final_clocks.png
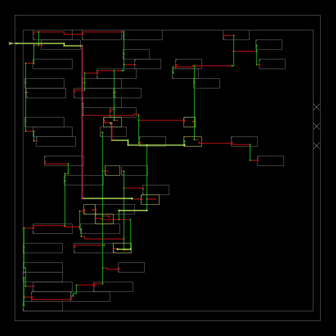
drive_strength.png
Scale bar: 20 um.
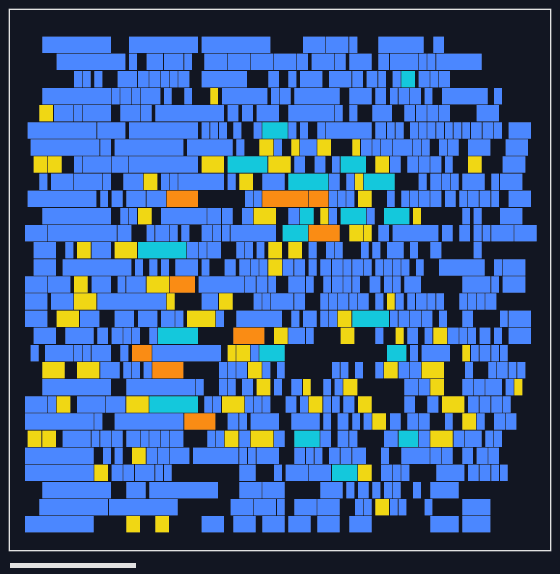
==> config.mk <==
export PLATFORM = sky130hd
export DESIGN_NAME = ml_ahb_arb_port_gen
export DESIGN_NICKNAME = d
export VERILOG_FILES = /design/src/rtl/ml_ahb_arb_pkg.sv /design/src/rtl/ml_ahb_arb_pick.sv /design/src/rtl/ml_ahb_arb_port_gen.sv
export SDC_FILE = /design/constraint.sdc
export NUM_CORES = 1
export LEC_CHECK = 0
export ABC_AREA = 1
export CAP_MARGIN = 20
export CORE_MARGIN = 2
export CORE_UTILIZATION = 61
export DETAILED_ROUTE_END_ITERATION = 8
export PLACE_DENSITY = 0.88
export REMOVE_ABC_BUFFERS = 1
export SYNTH_ARGS = -nofsm -noshare
export SYNTH_HDL_FRONTEND = slang
export SYNTH_HIERARCHICAL = 1
export SYNTH_SLANG_ARGS = --single-unit
==> constraint.sdc <==
create_clock -name hclk -period 12.9 [get_ports hclk]
set_clock_uncertainty 0.05 [all_clocks]
set_input_delay 2.58 -clock hclk [delete_from_list [all_inputs] [get_ports hclk]]
set_output_delay 2.58 -clock hclk [all_outputs]
set_load 0.005 [all_outputs]
==> src/rtl/ml_ahb_arb_pkg.sv <==
// Shared encodings and helpers for the AHB slave-port arbiter.
package ml_ahb_arb_pkg;

    typedef enum logic [1:0] {
        HTRANS_IDLE = 2'b00,
        HTRANS_BUSY = 2'b01,
        HTRANS_NSEQ = 2'b10,
        HTRANS_SEQ  = 2'b11
    } htrans_e;

    typedef enum logic [1:0] {
        ARB_MODE_FIXED = 2'd0,
        ARB_MODE_RR    = 2'd1,
        ARB_MODE_WRR   = 2'd2
    } arb_mode_e;

    function automatic int unsigned f_clog2(input int unsigned value);
        int unsigned res;
        res = 0;
        while ((64'd1 << res) < 64'(value)) res++;
        return res;
    endfunction

endpackage

==> src/rtl/ml_ahb_arb_pick.sv <==
// Combinational winner picker: starvation first, then lowest priority level,
// then owner precedence, then fixed or rotating tie-break.
module ml_ahb_arb_pick #(
    parameter int unsigned N  = 4,
    parameter int unsigned PW = 2,
    parameter int unsigned IW = 2
) (
    input  logic [N-1:0]    req,
    input  logic [N-1:0]    starve,
    input  logic [N*PW-1:0] prio,
    input  logic [IW-1:0]   rr_ptr,
    input  logic            use_rr,
    input  logic            owner_prec,
    input  logic [N-1:0]    owner_oh,
    output logic [N-1:0]    winner
);

    logic [N-1:0]  starve_req;
    logic [N-1:0]  cand;
    logic [PW-1:0] min_prio;

    always_comb begin
        starve_req = starve & req;
        min_prio   = '1;
        for (int i = 0; i < int'(N); i++) begin
            if (req[i] && (prio[i*PW +: PW] < min_prio)) min_prio = prio[i*PW +: PW];
        end
        for (int i = 0; i < int'(N); i++) begin
            cand[i] = req[i] && (prio[i*PW +: PW] == min_prio);
        end
    end

    // Descending loops: the last hit is the lowest index / lowest rotation offset.
    always_comb begin
        winner = '0;
        if (|starve_req) begin
            for (int i = int'(N) - 1; i >= 0; i--) begin
                if (starve_req[i]) begin
                    winner    = '0;
                    winner[i] = 1'b1;
                end
            end
        end else if (owner_prec && |(cand & owner_oh)) begin
            winner = owner_oh;
        end else if (!use_rr) begin
            for (int i = int'(N) - 1; i >= 0; i--) begin
                if (cand[i]) begin
                    winner    = '0;
                    winner[i] = 1'b1;
                end
            end
        end else begin
            for (int off = int'(N) - 1; off >= 0; off--) begin
                if (cand[(int'(rr_ptr) + off) % int'(N)]) begin
                    winner = '0;
                    winner[(int'(rr_ptr) + off) % int'(N)] = 1'b1;
                end
            end
        end
    end

endmodule

==> src/rtl/ml_ahb_arb_port_gen.sv <==
// AHB slave-port arbiter: fixed / round-robin / weighted round-robin with burst and
// lock hold, deny capture and starvation escalation.
module ml_ahb_arb_port_gen
    import ml_ahb_arb_pkg::*;
#(
    parameter int unsigned NB_MASTER_PORT = 4,
    parameter int unsigned PRIO_WIDTH     = 2,
    parameter int unsigned WEIGHT_WIDTH   = 4,
    parameter int unsigned MAX_WAIT       = 64,
    localparam int unsigned OW            = f_clog2(NB_MASTER_PORT)
) (
    input  logic                                   hclk,
    input  logic                                   reset,
    input  logic [1:0]                             arb_mode,
    input  logic [NB_MASTER_PORT*PRIO_WIDTH-1:0]   priority_level,
    input  logic [NB_MASTER_PORT*WEIGHT_WIDTH-1:0] weight,
    input  logic [NB_MASTER_PORT-1:0]              mx_sel,
    input  logic [2*NB_MASTER_PORT-1:0]            mx_htrans,
    input  logic [NB_MASTER_PORT-1:0]              mx_hmastlock,
    input  logic                                   hready,
    output logic [NB_MASTER_PORT-1:0]              mx_arb_grant,
    output logic [OW-1:0]                          arb_owner,
    output logic                                   arb_owner_vld,
    output logic [NB_MASTER_PORT-1:0]              starve_flag
);

    localparam int unsigned N  = NB_MASTER_PORT;
    localparam int unsigned WW = WEIGHT_WIDTH;
    localparam int unsigned CW = f_clog2(MAX_WAIT + 1);

    logic [N-1:0]  grant_q, pend_q, pend_set, req, winner, owner_oh;
    logic [OW-1:0] rr_ptr_q, win_idx, grant_idx;
    logic [WW-1:0] credit_q, weight_k;
    logic [CW-1:0] wait_q [N];
    logic [1:0]    owner_htrans;
    logic          hold, new_own, owner_prec;

    assign req          = mx_sel | pend_q;
    assign owner_htrans = mx_htrans[2*int'(arb_owner) +: 2];
    assign hold = !hready || (arb_owner_vld && (owner_htrans == HTRANS_SEQ ||
                  owner_htrans == HTRANS_BUSY || mx_hmastlock[arb_owner]));
    assign owner_prec = (arb_mode == ARB_MODE_WRR) && arb_owner_vld && (credit_q != '0);

    always_comb begin
        owner_oh = '0;
        if (arb_owner_vld) owner_oh[arb_owner] = 1'b1;
        for (int i = 0; i < int'(N); i++) begin
            starve_flag[i] = (wait_q[i] == CW'(MAX_WAIT));
        end
    end

    ml_ahb_arb_pick #(
        .N  (N),
        .PW (PRIO_WIDTH),
        .IW (OW)
    ) u_pick (
        .req        (req),
        .starve     (starve_flag),
        .prio       (priority_level),
        .rr_ptr     (rr_ptr_q),
        .use_rr     (arb_mode != ARB_MODE_FIXED),
        .owner_prec (owner_prec),
        .owner_oh   (owner_oh),
        .winner     (winner)
    );

    always_comb begin
        if (reset)     mx_arb_grant = '0;
        else if (hold) mx_arb_grant = grant_q;
        else           mx_arb_grant = winner;
        win_idx   = '0;
        grant_idx = '0;
        for (int i = 0; i < int'(N); i++) begin
            if (winner[i])       win_idx   = OW'(i);
            if (mx_arb_grant[i]) grant_idx = OW'(i);
            pend_set[i] = mx_sel[i] && (mx_htrans[2*i +: 2] == HTRANS_NSEQ) && !mx_arb_grant[i];
        end
        weight_k = weight[int'(win_idx)*WW +: WW];
        new_own  = !hold && (|winner) && (!arb_owner_vld || (win_idx != arb_owner));
    end

    always_ff @(posedge hclk) begin
        if (reset) begin
            grant_q       <= '0;
            pend_q        <= '0;
            rr_ptr_q      <= '0;
            credit_q      <= '0;
            arb_owner     <= '0;
            arb_owner_vld <= 1'b0;
            for (int i = 0; i < int'(N); i++) wait_q[i] <= '0;
        end else begin
            if (hready) begin
                grant_q       <= mx_arb_grant;
                arb_owner     <= grant_idx;
                arb_owner_vld <= |mx_arb_grant;
            end
            // Clear wins over set for a master granted this cycle.
            pend_q <= (pend_q | pend_set) & ~mx_arb_grant;
            if (new_own) begin
                rr_ptr_q <= (win_idx == OW'(N - 1)) ? '0 : win_idx + 1'b1;
                credit_q <= (weight_k == '0) ? '0 : weight_k - 1'b1;
            end else if (!hold && arb_owner_vld && owner_htrans == HTRANS_NSEQ &&
                         credit_q != '0) begin
                credit_q <= credit_q - 1'b1;
            end
            for (int i = 0; i < int'(N); i++) begin
                if (mx_arb_grant[i] || !req[i])          wait_q[i] <= '0;
                else if (hready && !starve_flag[i])      wait_q[i] <= wait_q[i] + 1'b1;
            end
        end
    end

endmodule
==> reports/results.ini <==
[status]
status=finished, violations left
violations=DRC

[setup_path]
crit_path_max_incr_delay_ns=0.50
crit_start=mx_sel[0]
r2r-end=wait_q[3][2]$_SDFFCE_PN0P_
crit_fanout=7
worst_path_most_repeated_cell=nand2_1
worstSetupEndpointType=output port

[detailed_routing]
wl_per_cell_um=13.9
antenna_left=0
drc=3
drt-initial-drc-count=225
avgViaCountPerCell=5.50
drt-total-wl_um=9750
drt_pre_antenna_iters=7
vias=3870

[clock_network]
htree_levels=2
holdBufCountCts=0
cts_setup_buffers=0

[global_route]
grt_pass1_vias=3790
grt_pass1_wl_um=16800

[sta]
finalHoldViolCount=0
max-slew-margin-rel_pct=33.4
period_minus_slack_ns=9.91

[layout]
logic_gate_count=420
sh_seq_area_pct=24.7
final_layout_size_suffix_gt1_share_pct=16.0
n_antenna_cell=0
inv_count=98
nonClkBufAreaFrac_pct=11.5
logic_area_um2=2490
fillers=516
nNetsFinal=689
n_clock_buffer=5

[logic_synthesis]
synth_flops=45
ys_seq_share_pct=29.0
top_area_cell=edfxtp_1
ys_cells=568

[power_and_ir_drop]
ir_drop_uv=72.4

[hold_path]
hold_path_class=reg2reg
holdCritStartpoint=pend_q[2]$_SDFF_PP0_

[flow_run]
cap_violations=0
warnings=36

[place]
io_buffers=55

[floorplanning]
core_region_area_um2=6420

Back to the opening pictures, final_clocks.png:
Seq Cell Count: 45
clk_lat worst skew: 0.31 ns
cts bufs inserted: 5

Back to the opening pictures, drive_strength.png:
| size | color | cells | share |
|---|---|---|---|
| drive 1 or less | blue | 526 | 84% |
| drive 2 | yellow | 72 | 12% |
| drive 3 to 4 | cyan | 19 | 3.0% |
| drive 6 and up | orange | 9 | 1.4% |
Area Growth Syn to Fin: 17.4%
post-route cell area: 4790 um^2
Final Worst Setup Slack: 2.99 ns
Buffers excl. clock: 55

==> stage by stage <==
step           hold WS (ns)  power (mW)  util [%]  area, um^2  setup slack (ns)
5_1_grt               0.436       0.788      74.5        4790              2.55
3_5_place_dp          0.401       0.618      73.0        4690              3.02
3_3_place_gp          0.391       0.607      73.0        4690              3.10
2_1_floorplan         0.383       0.518         -        4040              4.45
4_1_cts               0.416       0.717      74.5        4790              3.01
6_report              0.417       0.718      74.5        4790              2.99
==> cell usage after synthesis <==
cell / instances
inv_2: 14
or2_1: 1
o211a_1: 2
nand2_1: 102
nand2_8: 1
buf_6: 2
nand3_1: 71
nand3b_1: 7
edfxtp_1: 28
nor2_1: 49
nor2_2: 19
buf_1: 1
nor3b_1: 3
nand4_4: 2
nand2_2: 18
a31oi_1: 1
o22ai_1: 1
xor2_1: 13
o21ai_4: 1
ha_1: 19
nor3_2: 7
dfxtp_1: 17
a21oi_1: 16
nor2b_4: 1
and2_1: 1
xnor2_1: 9
buf_2: 2
nor2_4: 4
nand4_1: 7
a211oi_2: 1
nand2_4: 4
o21ai_1: 18
o21ai_0: 13
nand3_2: 8
inv_1: 82
and2_4: 2
or2_2: 5
inv_4: 2
nor3_1: 10
nand3_4: 3
a211oi_1: 1
==> worst max-delay path by stage <==
stage	endpoint	cells after the start	slack, ns
after floorplan	mx_arb_grant[3]	26	4.45
after CTS	mx_arb_grant[3]	31	3.01
after global placement	mx_arb_grant[3]	30	3.10
final	mx_arb_grant[3]	30	2.99
after detailed placement	mx_arb_grant[3]	30	3.02
after global routing	mx_arb_grant[3]	32	2.55
==> cells by family after synthesis <==
kind of cell               Yosys count  synth area share [%]
xor gates and xnor gates            22                  4.73
buffers and inverters              103                  10.0
AOI/OAI and AO/OA                   54                  7.46
and+or+nand+nor                    325                  43.0
adders and majority gates           19                  5.83
DFF                                 45                  29.0
==> per-layer routing <==
| metal | vias to the layer above | GRT usage (%) | part of all wire, % |
|---|---|---|---|
| met5 | - | 0 | 0 |
| met4 | 0 | 11.5 | 2.6 |
| met3 | 27 | 4.62 | 5.5 |
| met2 | 135 | 49.4 | 49 |
| met1 | 1740 | 34.8 | 43 |
| li1 | 1968 | - | - |
==> power breakdown <==
group / total [mW] / internal (mW) / leakage, nW / switching [mW]
sequential: 0.194 / 0.173 / 0.467 / 0.0208
combinational: 0.425 / 0.154 / 1.68 / 0.271
clock: 0.0988 / 0.0410 / 0.0511 / 0.0578
==> placed cells by master, fill, tap and decap left out, drive strengths merged <==
master,count
nand2,125
nor3b,3
dfxtp,17
xnor2,9
and2,3
ha,19
clkbuf,5
nor2b,1
nand4,9
nor2,72
nand3b,7
or2,6
a31oi,1
nor3,17
a21oi,16
o211a,2
xor2,13
clkdlybuf4s50,55
a211oi,2
o21ai,32
edfxtp,28
nand3,82
o22ai,1
inv,101
==> state kept, by name (all words and copies together), names as in the netlist <==
name and cells:
pend_q 4, rr_ptr_q 2, arb_owner_vld 1, wait_q 28, credit_q 4, arb_owner 2, grant_q 4
==> worst max-delay path: cells and delay by family <==
kind	cells	cell delay [ns]
AOI/OAI and AO/OA	2	0.42
adders and majority gates	2	0.47
buffers and inverters	5	1.22
and+or+nand+nor	21	2.57
Power and IR drop assume default switching activity.
